Design div32_seq, sky130hd; sources not shown.
run_1/final_congestion.png
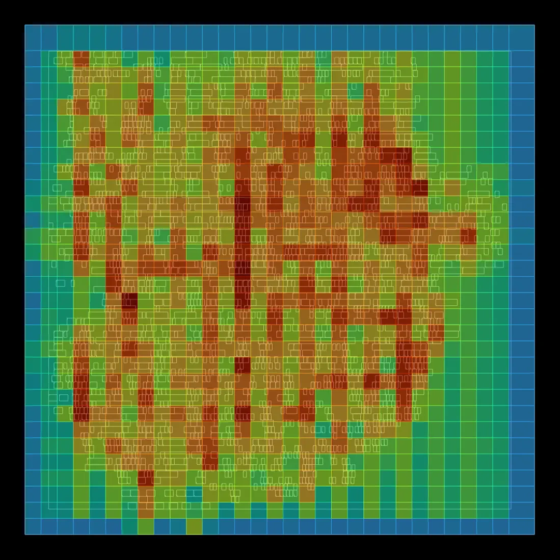
GRT Util Overall: 20.73%
Util after Layout: 41.37%
GR Util met3: 2.996%

run_1/metal_stack.png
(1.5 px per µm)
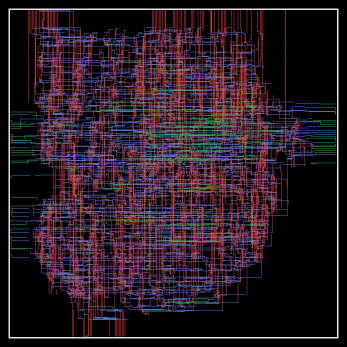
| layer | colour | wire length |
|---|---|---|
| met3 | green | 3040 µm |
| met4 | orange | 867 µm |
| met2 | red | 23.1 mm |
| met1 | blue | 23.4 mm |
sum of routed wire length over all layers: 50500 µm
routed length per instance: 18.05 µm
total via count in the routed design: 14340

run_1/clock_map.png
(1 px per µm)
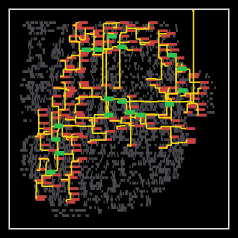
[flip-flops] red | count: 174
[cells driving clock nets] green | count: 17
[clock wires] yellow | length: 2430 µm
routed clock nets: 18
Late-Pin Clk Latency: 450 ps

==> git commit body, run 1 <==
Add synthesis and place-and-route results

* Post-layout minimum cycle time: 3453 ps
- Maximum clock frequency: about 290 MHz
- Number of design rule violations left after detail routing: 0
- Status: finished, final reports clean
- The last timing report of the flow puts the setup violation total at 0.
* WS Path Type: input pin to register
- Per the synth log, the flip-flop and latch total comes to between 150 and 200.
- Sequential cells were found to cover between 30% and 40% of the synthesized design area.
- The cell type that accounts for the most area after synthesis is dfrtp_1.
- Most frequent CP cell: a21oi_1
- Once iteration 0 of detailed routing completed, the report listed roughly 1300 DRC markers.
- Sum of negative setup slack: 0 ps
- Buffers added to address setup during post-CTS repair amount to 0.
- Antenna violations before repair: 0
- Total of warnings raised by yosys: 0
- A synthesized cell averages approximately 6.5 µm².
- The layout summary lists the proportion of cells stronger than drive strength 1 as 10.13%.
- Hold/Removal Path Class: register to register
- Synthesis handed over a netlist of about 2100 instances.
- Maximum number of pins on one net before global-route repair: 81
- Area of the placeable core: approximately 39000 µm²
* Final Cell Area: 16030 µm²
- Remaining global-route overflow: 0
* Final Wtd Congestion: 0.9419
- Yosys stat counts 2111 cells in the synthesized netlist.
- Worst setup EP type: register
- Hold-critical path depth: 2
* Drt pass-1 iters: 6
* Clock buffer count from CTS: 17
- Count of standard-cell rows: around 72
* Transition at the pin with the smallest max-transition slack: 772.4 ps
- Max-slew check failures listed in the final report amount to 0.
- Post-route antenna net violation count: 0
- Asr flop ratio synth: 100.0%
- Clock Path Buffers: 2
- Per the run summary, max-cap violations total 0.
- Share of the clock period used by the worst path after layout: 49.33%
- The number of antenna diodes in the final layout is 0.
* Delay of the slowest cell on the worst path: around 650 ps
- TritonCTS built the clock tree.
- The share of the core area taken by cells at floorplan is about 35%.
- Filler instances: between 4000 and 5000
* Clock-pin slew reported for the worst setup and hold paths after clock tree synthesis: approximately 70 ps
- Of the post-synthesis cell area, the dominant cell type holds roughly a third.
- Uppermost signal routing layer after detailed routing: met4
- Crit-path max FO: 10
* Hold buffer count at cts: 0
- Dividing the detail-routed via count by the number of cells gives approximately 5.1.
* Number of nets in the final layout: 2374
- After clock tree synthesis, the repair step resized 0 gates.
- Data arrival at the endpoint of the critical path: about 3700 ps
- The timing report gives the worst reg2reg path a setup slack of a little over 4000 ps.
* Buffer cell driving the clock tree root: clkbuf_16
- Cell with the most instances after synthesis: nand2_1
- Once placement completed, the tool counted placed cells totaling between 2000 and 3000.
- Number of hold-slack violations in the final timing report: 0
- The synthesized netlist occupies a cell area of 13720 µm².
- First-pass GRT wire length: roughly 77000 µm
* Metal-1 WL: 23440 µm
- Setup repair after global routing left no endpoint under its margin.
- Number of buffer cells added on primary ports: roughly 140
- Number of top-level design ports: ~140
- Clk sinks: roughly 170
* Tool warnings: 26
* Most frequently used flop master after synthesis: dfrtp_1
* Most numerous cell types in the synthesized netlist: nand2_1 (634), inv_1 (295), nand3_1 (222)
- The floorplan step set the die height to 218.0 µm.
- WL met2: 23150 µm
- The net count after synthesis is approximately 2200.
- The OpenROAD report gives the critical path a required time of roughly 7200 ps.
- Biggest area contributors in the synthesized netlist: dfrtp_1 (32%), nand2_1 (17%), nand3_1 (8.1%), inv_1 (8.1%), nor2_1 (5.4%)
* Number of global-route vias before repair: ~14000
- CP cell instances: clkdlybuf4s50_1, nand2_1, clkinv_1, clkbuf_1, o21ai_0, a21oi_1, a21oi_1
- Chip Area: about 48000 µm²
- The detailed router reports a met3 wire length of between 3000 and 4000 µm.
- Master of the slowest instance on the critical path: clkdlybuf4s50_1
- Detailed placement finished with a half-perimeter wire length of around 41000 µm.
* Unique cell types: between 50 and 60
- Between the synthesized netlist and the finished layout, the area growth was recorded as 16.84%.
- Length in cells of the worst reg-to-reg path: 17
- Per the OpenROAD floorplan log, the width of the die is between 200 and 250 µm.
- Count of non-filler cells in the finished layout: 2798
- Number of levels the H-tree was split into: 4
* Placed inst area: 15440 µm²
- Post-synthesis chip area from yosys: around 14000 µm²
- Number of enable flip-flop cells: 0
* Max-Slew Margin vs Limit: between 40% and 50%
- Element type at the critical path start: input pin
run 1: routing by layer:
layer	global-route usage [%]	up-vias
met5	0	-
met3	2.996	52
met4	5.415	0
met1	28.35	6760
met2	33.51	483
li1	-	7048
run 1: cell families (layout without fill, tap and decap cells):
group | after synthesis | after routing | share of synthesized area, %
AOI/OAI and AO/OA | 263 | 263 | 11.09
xor gates and xnor gates | 52 | 52 | 3.320
adders and majority gates | 38 | 38 | 3.521
buffers and inverters | 379 | 548 | 11.15
DFF | 174 | 174 | 31.74
and+or+nand+nor | 1205 | 1205 | 39.18
run 1: cell usage in the layout, fill, tap and decap left out, drive strengths merged, types with 5 or more instances in the layout:
cell type        n
buf             95
o22ai           10
nand3          251
clkinv           8
o21bai           5
a22oi           28
inv            310
o21ai          103
nand3b          20
clkdlybuf4s50   67
xor2            36
xnor2           16
dfrtp          174
or2              5
a21o             7
clkbuf          65
nand4           22
a31oi           20
a21oi           76
nor2           208
nor3            14
nand2          681
ha              37
run 1: per-stage QoR:
stage | setup slack [ps] | hold WS, ps
after floorplan | 783.2 | 353.0
after global placement | -1630 | 365.1
after detailed placement | 3194 | 362.3
after CTS | 3641 | 379.9
after global routing | 3439 | 399.9
final | 3547 | 377.3
run 1: worst max-delay path: cells and delay by family:
kind / cells / cell delay (ps)
AOI/OAI and AO/OA: 3 / 700
buffers and inverters: 3 / 1290
and+or+nand+nor: 1 / 260
run 1: layout make-up:
cell class	count	area (µm²)	area share, %
well taps	518	648.1	4.044
plain buffers	72	376.6	2.350
clock buffers	17	425.4	2.654
clock inverters	14	157.7	0.9837
repair buffers	138	1071	6.683
multi-input cells	1558	7834	48.88
inverters	307	1160	7.237
flip-flops and latches	174	4354	27.17
==> run 2: changes to the inputs <==
--- a/config.mk
+++ b/config.mk
@@ -10,7 +10,7 @@
 export CORE_UTILIZATION = 35
 export DETAILED_ROUTE_END_ITERATION = 6
 export GPL_TIMING_DRIVEN = 0
-export PLACE_DENSITY = 0.64
+export PLACE_DENSITY = 0.66
 export SETUP_SLACK_MARGIN = 0.05
 export SLEW_MARGIN = 40
 export SYNTH_ARGS = -nofsm -noshare
==> constraint.sdc (replaced) <==
create_clock -name CLK -period 2.8 [get_ports CLK]
set_clock_uncertainty 0.1 [all_clocks]
set_input_delay 0.56 -clock CLK [delete_from_list [all_inputs] [get_ports CLK]]
set_output_delay 0.56 -clock CLK [all_outputs]
set_load 0.1 [all_outputs]
run_2/clock_map.png
(1 px per µm)
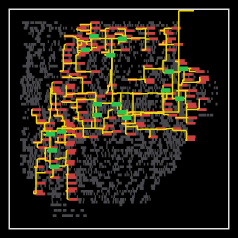
[clock wires] yellow | length: 2360 µm
[cells driving clock nets] green | count: 17
[flip-flops] red | count: 174
routed clock nets: 18

==> git commit body, run 2 <==
Add synthesis and place-and-route results

* Most frequent cells in the layout: nand2_1 (633), inv_1 (291), nand3_1 (221)
- The clock transition at the registers of the reported paths was 80 ps (about the same).
* Ys cells: 2111 (unchanged)
- Looking at area per cell type in the netlist, the leader is dfrtp_1.
- Setup violation total in the final timing report: 0 (unchanged)
- The residual antenna-violating net count after detailed routing came to 0 (unchanged).
* Post-synthesis chip area from yosys: 13720 µm² (unchanged)
- The max-cap violation count came to 0 (unchanged).
* Data arrival at the endpoint of the critical path: 2860 ps (-800 ps)
* Post-synthesis instance area: 13720 µm² (unchanged)
* Hold buffer count at cts: 0 (unchanged)
* Adder and majority gate portion of the synthesized area: 3.521% (unchanged)
- Post-layout minimum cycle time: 2618 ps
- Number of top-level design ports: 137 (unchanged)
* Max-Slew Margin vs Limit: 49.46% (+0.95 points)
- The total of warnings raised by yosys came to 0 (unchanged).
- The peak per-stage delay on the critical path came to 420 ps (-230 ps).
- The transition time at the pin with the least slew margin came to 758.2 ps (-14.22 ps).
- Final Wtd Congestion: 0.9603 (+2.0%)
- The total inserted antenna cells came to 0 (unchanged).
- R2R Setup Slk: 180 ps (-3960 ps)
- Number of global-route vias before repair: 13830 (+1.0%)
- Maximum number of pins on one net before global-route repair: 27 (-67%)
- The final cell count without fillers is 2808 (+0.36%).
* Total via count in the routed design: 14430 (+0.63%)
- Horiz. Die Dim: 218.0 µm (unchanged)
- The fraction of final layout cells with drive strength greater than 1 came to 10.83% (+0.70 points).
- Number of enable flip-flop cells: 0 (unchanged)
* Routed length per instance: 17.87 µm (-1.0%)
- The area inside the core boundary was 38740 µm² (unchanged).
* Worst setup EP type: register
- The placed wire-length estimate was 41550 µm (+0.65%).
- The synthesized netlist net count was 2217 (unchanged).
- After synthesis, the largest family of logic cells by area is simple AND/OR/NAND/NOR gates.
* Drt first-iter violations: 1126 (-13%)
- Number of design rule violations left after detail routing: 0 (unchanged)
* Most common logic cell in the routed design: nand2_1
- Share of the clock period used by the worst path after layout: between 90% and 100%
- Seq/Total Area, Yosys: 31.74% (unchanged)
- The number of hold violations in the final report was 0 (unchanged).
- The total number of nets in the final design is 2383 (+0.38%).
- The total length of routed wires came to 50170 µm (-0.64%).
- The number of different library cells in the post-synthesis netlist came to 51 (unchanged).
- The maximum net fanout on the critical path came to 4 (-6).
* Most frequent CP cell: nand2_1
* Number of buffer cells added on primary ports: 136 (unchanged)
- Post-synthesis mux area share: 0% (unchanged)
* Number of pins exceeding their max-slew limit in the final report: 0 (unchanged)
- Most numerous cell types in the synthesized netlist: nand2_1 (634), inv_1 (295), nand3_1 (222)
- Xor and xnor fraction of the mapped netlist area: 3.320% (unchanged)
- CP cell instances: inv_2, ha_1, fa_2, inv_2, nand2_1, nand2_2, nand3_1, nand2_2, nand2_2, nand2_4, nand2_4, nand2_4, nand2_1, nand3_2, nand2_1, nand2_1, nand2_1
* Number of placed cells counting well taps: 2773 (+0.22%)
* Basic Gates by Area: 39.18% (unchanged)
- Data required time at the worst endpoint: 3050 ps (-4160 ps)
* Clock buffer count from CTS: 17 (unchanged)
- The post-route core utilization came to 41.79% (+0.42 points).
* Asr flop ratio synth: 100.0% (unchanged)
- The critical path is of the register to register type.
- FP Core Util: 35.41% (unchanged)
- Element type at the critical path start: register
* Late-Pin Clk Latency: 450 ps (about the same)
* Drt pass-1 iters: 6 (unchanged)
- TritonCTS built the clock tree.
- The sum of negative setup slack was 0 ps (unchanged).
- Fraction of synthesized cell area taken by the top area cell type: 31.74% (unchanged)
* Master of the slowest instance on the critical path: dfrtp_1
* Mean post-synth cell area: 6.498 µm² (unchanged)
* Buffer cell driving the clock tree root: clkbuf_16
* Cell with the most instances after synthesis: nand2_1
- Length in cells of the worst reg-to-reg path: 17 (unchanged)
* Worst hold slack: 375.0 ps (-2.338 ps)
- First-pass GRT wire length: 77490 µm (+0.47%)
- Mapped Cells: 2111 (unchanged)
* Clk sinks: 174 (unchanged)
- The count of warning messages emitted by the tools is 27 (+3.8%).
- The main area contributors are dfrtp_1 (32%), nand2_1 (17%), nand3_1 (8.1%), inv_1 (8.1%), nor2_1 (5.4%).
- Die height: 218.0 µm (unchanged)
- Count of standard-cell rows: 72 (unchanged)
* Layout-stage area growth over the synthesis result: 18.01%
- The number of levels in the clock H-tree came to 4 (unchanged).
- Status: finished, final reports clean
- The area enclosed by the die boundary came to 47510 µm² (unchanged).
- Based on the critical path, the design can be clocked at up to around 380 MHz.
- Register bit count reported by yosys: 174 (unchanged)
- Setup repair after global routing left no endpoint under its margin.
- Remaining global-route overflow: 0 (unchanged)
* Antenna violations before repair: 0 (unchanged)
- The maximum buffer depth of the clock tree is 2 (unchanged).
- Looking at the cell usage after synthesis, the top flip-flop cell is dfrtp_1.
* Vias/cell: 5.140 (+0.27%)
* Complex Gates by Area: 11.09% (unchanged)
- The overall fraction of global-route tracks in use came to 20.68% (-0.057 points).
- The path class of the tightest hold or removal check is input pin to asynchronous set/reset pin.
run 2: per-stage QoR:
stage,worst slack (ps),instance area (µm²)
floorplan,-84.66,13720
global placement,-1560,15730
detailed placement,-187.8,15570
CTS,70.60,16160
global route,67.58,16190
finish,182.5,16190
run 2: critical path, delay by kind of cell, from the launching register on:
family / cells / cell delay (ps)
adder cells (fa/ha/maj): 2 / 610
AND/OR/NAND/NOR: 13 / 1210
buffers and inverters: 2 / 190
flip-flops: 1 / 420
run 2: metal layers:
layer / global-route usage [%] / up-vias / wire (µm)
met5: 0 / - / 0
met3: 3.037 / 43 / 3348
met4: 3.911 / 0 / 527
li1: - / 7080 / -
met2: 33.68 / 497 / 23190
met1: 28.57 / 6813 / 23110
run 2: cell families (layout without fill, tap and decap cells):
| logic type | Yosys count | after routing |
|---|---|---|
| AND/OR/NAND/NOR | 1205 | 1205 |
| buffers and inverters | 379 | 558 |
| AND-OR/OR-AND | 263 | 263 |
| flip-flops | 174 | 174 |
| XOR/XNOR | 52 | 52 |
| adder cells (fa/ha/maj) | 38 | 38 |
run 2: repair_timing:
| item | in CTS | in global routing |
|---|---|---|
| buffers inserted | 0 | 3 |
| pin swaps | 0 | 1 |
| gates resized | 2 | 5 |
| endpoints found under the setup margin | 31 | 36 |
run 2: layout make-up:
| cell class | instances | area (µm²) |
|---|---|---|
| flip-flops and latches | 174 | 4354 |
| clock buffers | 17 | 425.4 |
| plain buffers | 72 | 376.6 |
| fillers | 4152 | 22550 |
| inverters | 307 | 1156 |
| repair buffers | 147 | 1221 |
| multi-input cells | 1558 | 7848 |
| clock inverters | 15 | 158.9 |
| well taps | 518 | 648.1 |
